File: config.mk
export PLATFORM = sky130hd
export DESIGN_NAME = fir_modsel_sequencer_flat
export DESIGN_NICKNAME = d
export VERILOG_FILES = /design/src/rtl/fir_modsel_sequencer_if.sv /design/src/rtl/fir_modsel_sequencer.sv /design/src/flat_wrapper.sv
export SDC_FILE = /design/constraint.sdc
export NUM_CORES = 1
export LEC_CHECK = 0
export ABC_AREA = 1
export CAP_MARGIN = 15
export CELL_PAD_IN_SITES_DETAIL_PLACEMENT = 0
export CELL_PAD_IN_SITES_GLOBAL_PLACEMENT = 1
export CORE_MARGIN = 3
export CORE_UTILIZATION = 33
export DETAILED_ROUTE_END_ITERATION = 10
export PLACE_DENSITY = 0.87
export SYNTH_ARGS = -nofsm -noshare
export SYNTH_HDL_FRONTEND = slang
export SYNTH_SLANG_ARGS = --single-unit
File: constraint.sdc
create_clock -name clk -period 1.8 [get_ports clk]
set_input_delay 0.36 -clock clk [delete_from_list [all_inputs] [get_ports clk]]
set_output_delay 0.36 -clock clk [all_outputs]
set_load 0.03 [all_outputs]
File: src/rtl/fir_modsel_sequencer_if.sv
// Bus bundle between the FIR module-selector sequencer and its neighbours:
// coefficient stream in, job start pulses in, shared RAM bus and enables out.
// master = the sequencer, slave = the control / selector side.
interface fir_modsel_sequencer_if #(
    parameter int ADDR_W = 4,
    parameter int DATA_W = 16
);
    logic              coeff_update;
    logic              coeff_valid;
    logic [DATA_W-1:0] coeff_data;
    logic              coeff_ready;
    logic              sample_start;
    logic [1:0]        module_sel;
    logic              csn_ram;
    logic              wrn_ram;
    logic [ADDR_W-1:0] addr_ram;
    logic [DATA_W-1:0] wt_dt_ram;
    logic              en_mul;
    logic              en_add_acc;
    logic              busy;
    logic              done;
    logic              overrun;

    modport master (
        input  coeff_update, coeff_valid, coeff_data, sample_start,
        output coeff_ready, module_sel, csn_ram, wrn_ram, addr_ram, wt_dt_ram,
               en_mul, en_add_acc, busy, done, overrun
    );

    modport slave (
        output coeff_update, coeff_valid, coeff_data, sample_start,
        input  coeff_ready, module_sel, csn_ram, wrn_ram, addr_ram, wt_dt_ram,
               en_mul, en_add_acc, busy, done, overrun
    );
endinterface

File: src/rtl/fir_modsel_sequencer.sv
// Sequencer for the 4-way FIR module selector. LOAD streams coefficients into
// the four coefficient RAMs (module-major, tap order); RUN reads every tap of
// every module once and walks en_mul / en_add_acc behind the read strobe to
// cover RAM read latency and multiplier latency. All outputs are registered.
// Optional feature: define MODSEL_OVERRUN_DET_EN to get a sticky overrun flag
// for dropped start pulses; otherwise overrun is tied low.
module fir_modsel_sequencer #(
    parameter int NUM_TAPS = 10,
    parameter int ADDR_W   = 4,
    parameter int DATA_W   = 16
) (
    input  logic                   clk,
    input  logic                   rst,
    fir_modsel_sequencer_if.master bus
);
    typedef enum logic [2:0] {S_IDLE, S_LOAD, S_RUN, S_FLUSH, S_DONE} state_t;

    localparam logic [ADDR_W-1:0] LAST_TAP = ADDR_W'(NUM_TAPS - 1);

    state_t            state, state_nx;
    logic [1:0]        mod, mod_nx;
    logic [ADDR_W-1:0] tap, tap_nx;
    logic              flush_cnt, flush_cnt_nx;
    // module index of the read that en_mul is currently serving
    logic [1:0]        sel_mul;

    logic              hs, last_coeff, strobe, rd_now;
    logic              csn_nx, wrn_nx, ready_nx, en_mul_nx, en_add_nx, busy_nx, done_nx;
    logic [1:0]        sel_nx;
    logic [ADDR_W-1:0] addr_nx;
    logic [DATA_W-1:0] wt_nx;

    assign hs         = (state == S_LOAD) && bus.coeff_ready && bus.coeff_valid;
    assign last_coeff = (mod == 2'd3) && (tap == LAST_TAP);
    assign strobe     = hs || (state == S_RUN);
    assign rd_now     = !bus.csn_ram && bus.wrn_ram;

    // State and tap/module counters
    always_ff @(posedge clk) begin
        if (rst) begin
            state     <= S_IDLE;
            mod       <= 2'd0;
            tap       <= '0;
            flush_cnt <= 1'b0;
        end else begin
            state     <= state_nx;
            mod       <= mod_nx;
            tap       <= tap_nx;
            flush_cnt <= flush_cnt_nx;
        end
    end

    // Next-state: LOAD beats RUN on a same-cycle collision; LOAD ends one cycle
    // after ready drops so done lands two cycles after the last handshake
    always_comb begin
        state_nx = state;
        case (state)
            S_IDLE: begin
                if (bus.coeff_update)      state_nx = S_LOAD;
                else if (bus.sample_start) state_nx = S_RUN;
            end
            S_LOAD:  if (!bus.coeff_ready) state_nx = S_DONE;
            S_RUN:   if (last_coeff)       state_nx = S_FLUSH;
            S_FLUSH: if (flush_cnt)        state_nx = S_DONE;
            S_DONE:  state_nx = S_IDLE;
            default: state_nx = S_IDLE;
        endcase
    end

    // Next values of counters and registered outputs
    always_comb begin
        mod_nx       = mod;
        tap_nx       = tap;
        flush_cnt_nx = 1'b0;
        csn_nx       = 1'b1;
        wrn_nx       = 1'b1;
        ready_nx     = 1'b0;
        wt_nx        = bus.wt_dt_ram;
        sel_nx       = bus.module_sel;
        addr_nx      = bus.addr_ram;
        en_mul_nx    = rd_now;
        en_add_nx    = bus.en_mul;
        busy_nx      = (state_nx != S_IDLE);
        done_nx      = (state == S_DONE);

        if (strobe) begin
            csn_nx  = 1'b0;
            wrn_nx  = (state != S_LOAD);
            sel_nx  = mod;
            addr_nx = tap;
            if (tap == LAST_TAP) begin
                tap_nx = '0;
                mod_nx = mod + 2'd1;
            end else begin
                tap_nx = tap + ADDR_W'(1);
            end
        end else if (rd_now) begin
            sel_nx = bus.module_sel;
        end else if (bus.en_mul) begin
            sel_nx = sel_mul;
        end else if (state_nx == S_IDLE) begin
            sel_nx = 2'd0;
        end

        if (!strobe && state_nx == S_IDLE) addr_nx = '0;
        if (hs) wt_nx = bus.coeff_data;

        if (state_nx == S_IDLE) begin
            mod_nx = 2'd0;
            tap_nx = '0;
        end

        if (state == S_IDLE && bus.coeff_update) ready_nx = 1'b1;
        else if (state == S_LOAD)                ready_nx = bus.coeff_ready && !(hs && last_coeff);

        if (state == S_FLUSH) flush_cnt_nx = !flush_cnt;
    end

    // Output registers
    always_ff @(posedge clk) begin
        if (rst) begin
            bus.csn_ram     <= 1'b1;
            bus.wrn_ram     <= 1'b1;
            bus.module_sel  <= 2'd0;
            bus.addr_ram    <= '0;
            bus.wt_dt_ram   <= '0;
            bus.coeff_ready <= 1'b0;
            bus.en_mul      <= 1'b0;
            bus.en_add_acc  <= 1'b0;
            bus.busy        <= 1'b0;
            bus.done        <= 1'b0;
        end else begin
            bus.csn_ram     <= csn_nx;
            bus.wrn_ram     <= wrn_nx;
            bus.module_sel  <= sel_nx;
            bus.addr_ram    <= addr_nx;
            bus.wt_dt_ram   <= wt_nx;
            bus.coeff_ready <= ready_nx;
            bus.en_mul      <= en_mul_nx;
            bus.en_add_acc  <= en_add_nx;
            bus.busy        <= busy_nx;
            bus.done        <= done_nx;
        end
    end

    // Delayed module index so en_add_acc reaches the module its read came from
    always_ff @(posedge clk) begin
        sel_mul <= bus.module_sel;
    end

`ifdef MODSEL_OVERRUN_DET_EN
    // Sticky flag for any start pulse that was dropped
    always_ff @(posedge clk) begin
        if (rst) begin
            bus.overrun <= 1'b0;
        end else if (((bus.coeff_update || bus.sample_start) && bus.busy) ||
                     (state == S_IDLE && bus.coeff_update && bus.sample_start)) begin
            bus.overrun <= 1'b1;
        end
    end
`else
    assign bus.overrun = 1'b0;
`endif
endmodule

File: src/flat_wrapper.sv
// flat-port wrapper written by rule: the top's interface ports become plain ports
module fir_modsel_sequencer_flat 
#(
    parameter int NUM_TAPS = 10,
    parameter int ADDR_W   = 4,
    parameter int DATA_W   = 16
)
  (clk, rst, bus_coeff_update, bus_coeff_valid, bus_coeff_data, bus_sample_start, bus_coeff_ready, bus_module_sel, bus_csn_ram, bus_wrn_ram, bus_addr_ram, bus_wt_dt_ram, bus_en_mul, bus_en_add_acc, bus_busy, bus_done, bus_overrun);
  fir_modsel_sequencer_if #(.ADDR_W(ADDR_W), .DATA_W(DATA_W)) bus_i ();
  input  logic clk;
  input  logic rst;
  input wire logic [$bits(bus_i.coeff_update)-1:0] bus_coeff_update;
  input wire logic [$bits(bus_i.coeff_valid)-1:0] bus_coeff_valid;
  input wire logic [$bits(bus_i.coeff_data)-1:0] bus_coeff_data;
  input wire logic [$bits(bus_i.sample_start)-1:0] bus_sample_start;
  output wire logic [$bits(bus_i.coeff_ready)-1:0] bus_coeff_ready;
  output wire logic [$bits(bus_i.module_sel)-1:0] bus_module_sel;
  output wire logic [$bits(bus_i.csn_ram)-1:0] bus_csn_ram;
  output wire logic [$bits(bus_i.wrn_ram)-1:0] bus_wrn_ram;
  output wire logic [$bits(bus_i.addr_ram)-1:0] bus_addr_ram;
  output wire logic [$bits(bus_i.wt_dt_ram)-1:0] bus_wt_dt_ram;
  output wire logic [$bits(bus_i.en_mul)-1:0] bus_en_mul;
  output wire logic [$bits(bus_i.en_add_acc)-1:0] bus_en_add_acc;
  output wire logic [$bits(bus_i.busy)-1:0] bus_busy;
  output wire logic [$bits(bus_i.done)-1:0] bus_done;
  output wire logic [$bits(bus_i.overrun)-1:0] bus_overrun;
  assign bus_i.coeff_update = bus_coeff_update;
  assign bus_i.coeff_valid = bus_coeff_valid;
  assign bus_i.coeff_data = bus_coeff_data;
  assign bus_i.sample_start = bus_sample_start;
  assign bus_coeff_ready = bus_i.coeff_ready;
  assign bus_module_sel = bus_i.module_sel;
  assign bus_csn_ram = bus_i.csn_ram;
  assign bus_wrn_ram = bus_i.wrn_ram;
  assign bus_addr_ram = bus_i.addr_ram;
  assign bus_wt_dt_ram = bus_i.wt_dt_ram;
  assign bus_en_mul = bus_i.en_mul;
  assign bus_en_add_acc = bus_i.en_add_acc;
  assign bus_busy = bus_i.busy;
  assign bus_done = bus_i.done;
  assign bus_overrun = bus_i.overrun;
  fir_modsel_sequencer #(.NUM_TAPS(NUM_TAPS), .ADDR_W(ADDR_W), .DATA_W(DATA_W)) u_core (.clk(clk), .rst(rst), .bus(bus_i));
endmodule
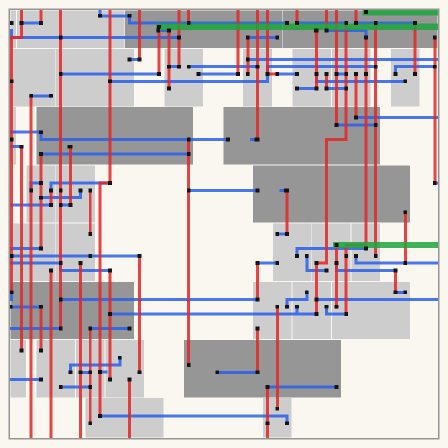
(run_1/zoom.png)
Window x 48 to 68, y 9 to 29 µm. Cells in gray, sequential cells in the stronger gray; small squares are vias.
met2: in red. met1: in blue. met3: in green.
Netlist names of flops here include u_core.bus.wt_dt_ram (7). Most frequent: dfxtp_1 (7), nand2_1 (6), a21oi_1 (6). Sequential cells in the window: 7. 30 logic cells have their middle in the window.

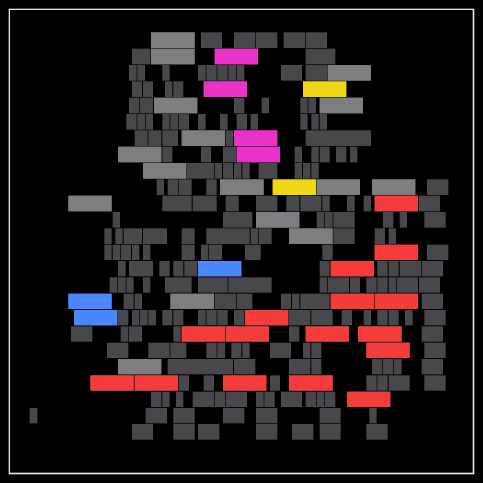
(run_1/registers.png)
Scale: 6 px per µm. Other sequential cells in the stronger gray, the rest of the logic in the fainter gray.
u_core.state: in blue, flops 3. u_core.bus.addr_ram: in magenta, flops 4, where top middle. u_core.bus.module_sel: in yellow, flops 2. u_core.bus.wt_dt_ram: in red, flops 16.
Another 16 sequential cells are not colored.
sequential power: 0.977 mW
Seq/total area: 35.0%
Register Area: 821 µm²
fin util: 48.6%

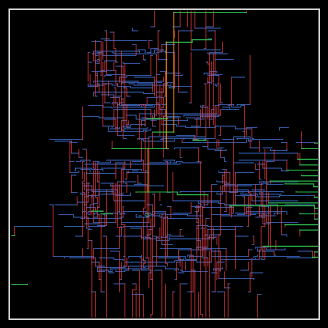
(run_1/metal_stack.png)
Scale: 4 px per µm.
met4: in orange, wire length 67.3 µm. met1: in blue, wire length 1650 µm. met2: in red, wire length 1720 µm. met3: in green, wire length 207 µm.

==> results_slide.txt, run 1 <==
Implementation Results

Status
  – Status: completed

Routing
  – First-pass DRT Iterations: 4
  – Routed wire length: about 3600 µm
  – Detailed-route DRC error count: 0
  – Initial DRC count: 76
  – Vias: roughly 1500
  – M1 wire length: 1650 µm

Pwr
  – Worst vdd ir: 0.301 mV
  – Final Power: 2.17 mW
  – Pleak: between 0.8 and 0.9 nW

Setup path
  – Max stage delay on crit path: 700 ps
  – Reg2reg end: u_core.bus.module_sel[1]
  – R2r setup slk: 280 ps
  – Crit Path Category: flip-flop to output pin

GRT
  – Total gr overflow: 0
  – Met2 Usage GRT: roughly 22%
  – First-pass GRT wire length: 6370 µm

Finish
  – Nonclk inv count: 19
  – Plain + repair buffers: ~52
  – Largest register FFs: 16
  – Nets: roughly 280
  – Combinational gates: ~140
  – Top cell excl fill/tap: clkdlybuf4s50_1

Die
  – Tapcells: 67
  – Chip Area: 5950 µm²
  – Die H: 77.1 µm
  – Core Rows: 25

Synth
  – Seq share, synth: 49.2%
  – Top_reg_cell synth: dfxtp_1
  – Yosys stat area: 1670 µm²

STA
  – Final setup margin: 62.1 ps
  – Fin crit share: 96.6%
  – F_max: approximately 580 MHz
  – RSZ-0062 raised after global routing: false
  – Setup-failing EPs final: 0
  – Final TNS setup: 0 ps

CTS
  – # Post-CTS Setup Buffers: 0
  – Clock buffer count from CTS: 5
  – Cts hold-fix bufs: 0
  – Late-Pin Clk Latency: 290 ps
  – CTS root buf: clkbuf_8
  – CTS tree: yes

Placed design
  – Port Buf Inserts: 49
  – DP Area: 2210 µm²
  – Hpwl dp: 2690 µm

Min path
  – HP Class: flip-flop to flip-flop

Flow run
  – Max-cap violation count: 0
## Run 2: what changed since run 1
--- a/config.mk
+++ b/config.mk
@@ -9,7 +9,6 @@
 export CAP_MARGIN = 15
 export CELL_PAD_IN_SITES_DETAIL_PLACEMENT = 0
 export CELL_PAD_IN_SITES_GLOBAL_PLACEMENT = 1
-export CORE_MARGIN = 3
 export CORE_UTILIZATION = 33
 export DETAILED_ROUTE_END_ITERATION = 10
 export PLACE_DENSITY = 0.87
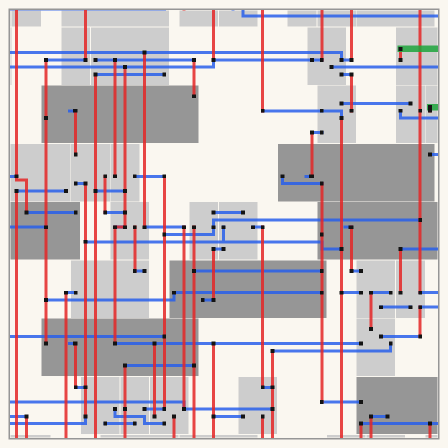
(run_2/zoom.png)
Window x 45 to 65, y 8 to 28 µm. Cells in gray, sequential cells in the stronger gray; small squares are vias.
met1: in blue. met3: in green. met2: in red.
Most frequent: dfxtp_1 (6). 26 logic cells have their middle in the window. Sequential cells in the window: 6. Netlist names of flops here include u_core.bus.wt_dt_ram (6).

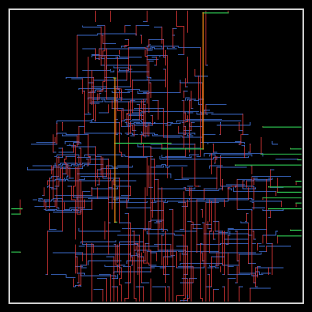
(run_2/metal_stack.png)
Scale: 4 px per µm.
met3: in green, wire length 119 µm. met1: in blue, wire length 1670 µm. met2: in red, wire length 1700 µm. met4: in orange, wire length 70.0 µm.
routed wire length: 3550 µm
gr usage total: 14.0%

==> run 2 against run 1 <==
Sequential share of layout area grew 0.26 points. Worst setup slack gained 3.5 ps. Cell area shrank 0.75%. Synthesized area is the same. Synthesized cell count is the same. Fmax grew 0.20%. Critical endpoint unchanged. Largest cell class unchanged. Largest power group unchanged.
==> results_slide.txt, run 2 <==
Implementation Results

CTS
  – Late-Pin Clk Latency: 280 ps (was 290 ps)
  – # H-tree levels: 2 (unchanged)
  – Cts hold-fix bufs: 0 (unchanged)
  – # Post-CTS Setup Buffers: 0 (unchanged)
  – Clock buffer count from CTS: 5 (unchanged)
  – CTS tree: yes (unchanged)
  – CTS root buf: clkbuf_8 (unchanged)

Finish
  – Register Area: 821 µm² (unchanged)
  – Nonclk inv count: 19 (unchanged)
  – Largest register FFs: 16 (unchanged)
  – Combinational gates: 137 (unchanged)
  – Nets: 278 (unchanged)
  – Fin util: 48.6% (about the same)
  – Seq/total area: 35.3% (was 35.0%)
  – Plain + repair buffers: 52 (unchanged)

STA
  – Final setup margin: 65.6 ps (was 62.1 ps)
  – Setup-failing EPs final: 0 (unchanged)
  – RSZ-0062 raised after global routing: false (unchanged)
  – Final TNS setup: 0 ps (unchanged)
  – Fin crit share: 96.4% (was 96.6%)

Die
  – Tapcells: 67 (unchanged)
  – Die Wd: 73.1 µm (was 77.1 µm)
  – Core Rows: 25 (unchanged)
  – Die H: 73.1 µm (was 77.1 µm)

Setup path
  – Reg2reg end: u_core.tap[2] (was u_core.bus.module_sel[1])
  – Max stage delay on crit path: 700 ps (about the same)
  – Crit path depth: 1 (unchanged)
  – Slowest-stage cell, CP: clkdlybuf4s50_1 (unchanged)
  – Crit Path Category: flip-flop to output pin (unchanged)

Synth
  – Top_reg_cell synth: dfxtp_1 (unchanged)
  – Yosys stat area: 1670 µm² (unchanged)
  – Seq share, synth: 49.2% (unchanged)
  – Async set or reset register ratio after synthesis: 0% (unchanged)

Placed design
  – Port Buf Inserts: 49 (unchanged)
  – DP Area: 2210 µm² (unchanged)
  – Hpwl dp: 2630 µm (was 2690 µm)

Pwr
  – Pleak: 0.851 nW (was 0.861 nW)
  – Worst vdd ir: 0.395 mV (was 0.301 mV)
  – Final Power: 2.06 mW (was 2.17 mW)
  – Power per cell area: 884 nW/µm² (was 927 nW/µm²)
  – Sequential power: 0.975 mW (was 0.977 mW)

Status
  – Status: completed (unchanged)

Routing
  – Vias: 1451 (was 1453)
  – Detailed-route DRC error count: 0 (unchanged)
  – Initial DRC count: 78 (was 76)
  – First-pass DRT Iterations: 4 (unchanged)
  – Routed len/inst: 11.0 µm (was 11.3 µm)

Flow run
  – Max-cap violation count: 0 (unchanged)

Min path
  – Cells on Worst Hold Path: 0 (unchanged)
  – HP Class: flip-flop to flip-flop (unchanged)

GRT
  – First-pass GRT wire length: 5800 µm (was 6370 µm)
  – Met2 Usage GRT: 23.3% (was 21.9%)
  – Total gr overflow: 0 (unchanged)
Power is estimated from default activity; no workload was simulated.
